--- src/rtl/shared_reg_arbiter.sv ---
// shared_reg_arbiter: round-robin arbiter guarding a single shared storage
// register. Each accepted request produces a one-cycle grant, commits the
// granted requester's data slice to q at the end of that cycle, then spends
// one recovery cycle before the next arbitration.
module shared_reg_arbiter #(
    parameter int NREQ  = 4,
    parameter int WIDTH = 8
) (
    input  logic                    clk,
    input  logic                    rst,
    input  logic [NREQ-1:0]         req,
    input  logic [NREQ*WIDTH-1:0]   wdata,
    output logic [NREQ-1:0]         gnt,
    output logic [WIDTH-1:0]        q,
    output logic                    busy,
    output logic [7:0]              wr_count
);

    localparam int          IW = (NREQ > 1) ? $clog2(NREQ) : 1;
    localparam int unsigned N  = NREQ;

    typedef enum logic [1:0] {
        IDLE,
        GRANT,
        RECOVER
    } state_t;

    state_t              state, state_nx;
    logic [IW-1:0]       ptr, ptr_nx;
    logic [IW-1:0]       sel, sel_nx;
    logic [NREQ-1:0]     gnt_nx;
    logic [WIDTH-1:0]    q_nx;
    logic                busy_nx;
    logic [7:0]          cnt_nx;

    logic [IW-1:0]       pick;
    logic                found;
    int unsigned         idx;

    // Cyclic search for the first active request starting at ptr.
    always_comb begin
        pick  = '0;
        found = 1'b0;
        idx   = 0;
        for (int unsigned k = 0; k < N; k++) begin
            idx = 32'(ptr) + k;
            if (idx >= N) begin
                idx = idx - N;
            end
            if (!found && req[idx[IW-1:0]]) begin
                found = 1'b1;
                pick  = idx[IW-1:0];
            end
        end
    end

    // Next-state and next registered-output logic.
    always_comb begin
        state_nx = state;
        sel_nx   = sel;
        ptr_nx   = ptr;
        gnt_nx   = '0;
        busy_nx  = 1'b0;
        q_nx     = q;
        cnt_nx   = wr_count;
        case (state)
            IDLE: begin
                if (found) begin
                    state_nx = GRANT;
                    sel_nx   = pick;
                    gnt_nx   = NREQ'(1) << pick;
                    busy_nx  = 1'b1;
                end
            end
            GRANT: begin
                // Data is taken at the end of the grant cycle, whether or
                // not the requester still holds req.
                q_nx     = wdata[sel*WIDTH +: WIDTH];
                cnt_nx   = wr_count + 8'd1;
                ptr_nx   = (sel == IW'(NREQ - 1)) ? '0 : sel + IW'(1);
                state_nx = RECOVER;
                busy_nx  = 1'b1;
            end
            RECOVER: begin
                state_nx = IDLE;
            end
            default: begin
                state_nx = IDLE;
            end
        endcase
    end

    // State and registered outputs; asynchronous reset clears everything.
    always_ff @(posedge clk or posedge rst) begin
        if (rst) begin
            state    <= IDLE;
            sel      <= '0;
            ptr      <= '0;
            gnt      <= '0;
            busy     <= 1'b0;
            q        <= '0;
            wr_count <= '0;
        end else begin
            state    <= state_nx;
            sel      <= sel_nx;
            ptr      <= ptr_nx;
            gnt      <= gnt_nx;
            busy     <= busy_nx;
            q        <= q_nx;
            wr_count <= cnt_nx;
        end
    end

endmodule

--- config.mk ---
export PLATFORM = sky130hd
export DESIGN_NAME = shared_reg_arbiter
export DESIGN_NICKNAME = d
export VERILOG_FILES = /design/src/rtl/shared_reg_arbiter.sv
export SDC_FILE = /design/constraint.sdc
export NUM_CORES = 1
export LEC_CHECK = 0
export ABC_AREA = 1
export CAP_MARGIN = 20
export CORE_AREA = 2 2 76 92
export CTS_BUF_LIST = sky130_fd_sc_hd__clkbuf_16
export DETAILED_ROUTE_END_ITERATION = 6
export DIE_AREA = 0 0 78 94
export PLACE_DENSITY_LB_ADDON = 0.25
export SYNTH_ARGS = -nofsm -noshare
export SYNTH_HDL_FRONTEND = slang
export SYNTH_SLANG_ARGS = --single-unit
--- constraint.sdc ---
create_clock -name clk -period 2.4 [get_ports clk]
set_input_delay 0.72 -clock clk [delete_from_list [all_inputs] [get_ports clk]]
set_output_delay 0.72 -clock clk [all_outputs]
set_load 0.02 [all_outputs]
placement_by_type.png
Scale bar: 20 um.
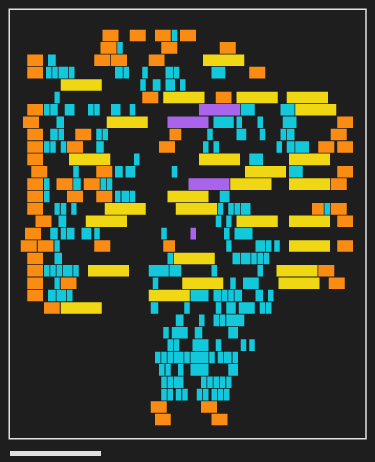
color	class	cells	share of their area
cyan	combinational and other logic	174	38%
orange	other buffers and delay cells	61	27%
purple	clock drivers and dummy loads	4	3.6%
yellow	flops	27	31%

logic_types.png
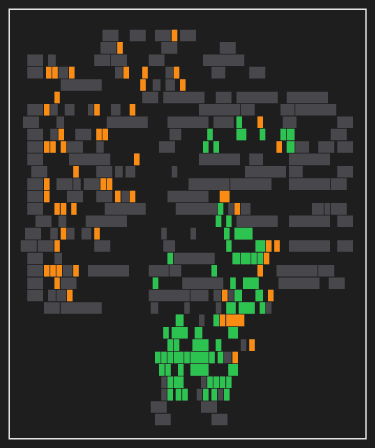
color	family	cells
orange	NOR gates	54
green	NAND gates	65

==> impl.org <==
#+TITLE: Physical design notes

** Place
- The pre-CTS setup check shows a worst slack of 0.246 ns.
- HPWL reported at the end of detailed placement :: 2800 um
- Including well taps, the total number of placed cells is 347.
- The post-placement cell area is 2230 um^2.

** Finish
- Filler cell count in the final layout :: 703
- Across the whole layout, multi-input logic makes up 33.9% of the cell area.
- The finished layout holds 351 standard cells, fillers aside.
- The largest registers in the layout are q x8, wr_count x8, gnt x4.
- The area taken by multi-input combinational cells is reported as 783 um^2.
- After layout the clock buffers and inverters come to 3.41% of cell area.
- Compared with the post-synthesis result, the final layout area differs by 48.0%.
- Finished layout cell area :: 2310 um^2
- Flop share of the area :: 29.2%
- Share of final-layout standard cells stronger than drive strength 1 :: 10.5%
- Fraction of cell area in non-clock buffers :: 26.1%

** Setup path
- At the worst endpoint, the arrival time is 1.30 ns.
- Worst path required time :: 1.68 ns
- Critical setup path kind :: reg2out
- On the critical path the largest part of the delay comes from buffers and inverters.
- STA classifies the critical path startpoint as a register.
- Critical path depth in cells :: 1

** Min path
- Capture endpoint of the worst hold path :: wr_count[7]
- Worst min path class :: reg2reg
- Per the hold report, the tightest min-delay path originates at wr_count[7].

** Floorplan
- Area of the die :: 7330 um^2
- During I/O placement, the number of pins put on the boundary was 59.
- The floorplan report lists the tap cell count as 85.

** Clock network
- H-tree levels :: 1
- Number of post-CTS setup repair buffers :: 0
- Clock tree from TritonCTS :: built

** Synth
- Average footprint of a synthesized cell :: 7.51 um^2
- sky130_fd_sc_hd__dfrtp_1 takes more of the synthesized area than any other cell.
- For reference, the top cells by count after synthesis are sky130_fd_sc_hd__nor2_1, sky130_fd_sc_hd__nand2_1, sky130_fd_sc_hd__dfrtp_1, sky130_fd_sc_hd__o21ai_0, sky130_fd_sc_hd__inv_1.
- Biggest combinational cell group after synthesis :: simple AND/OR/NAND/NOR gates
- Mux frac, synth :: 0%
- After synthesis, the share of flip-flops with an asynchronous set or reset is 100%.
- The main area contributors are sky130_fd_sc_hd__dfrtp_1, sky130_fd_sc_hd__nor2_1, sky130_fd_sc_hd__nand2_1.
- Looking at the cell usage after synthesis, the top flip-flop cell is sky130_fd_sc_hd__dfrtp_1.
- Yosys warning total :: 0

** Timing
- After layout, the worst path uses 84.0% of the clock period.
- Setup Viol. Count Final :: 0
- Final WS setup :: 0.383 ns
- Measured against its own limit, the worst slew margin works out to 69.1%.

** Outcome
- The flow ran to the end, and the final reports show no timing, DRC or antenna violations.

** Power
- Internal power comes to 1570 uW.
- Combinational power :: 1690 uW
- The analysis reports a worst IR drop on VDD of 440 uV.
- Sequential cell fraction of total power :: 29.0%

** Global routing
- The number of global-route vias before repair was 1416.
- Pin count of the biggest net entering global routing :: 28
- For this run, global-route usage on met3 was measured as 2.98%.
- Antenna violations before repair :: 0
- For this run, global-route usage on met1 was measured as 11.4%.
- The first global-routing pass estimated 6070 um of wire.

** Routing
- Wire length on met3 :: 219 um
- DRC viols :: 0
- Routed wirelength normalized by instance count :: 10.3 um
- Routed WL :: 3620 um

** Flow run
- Across the run, the number of max-cap violations was 0.
Power is estimated from default activity; no workload was simulated.
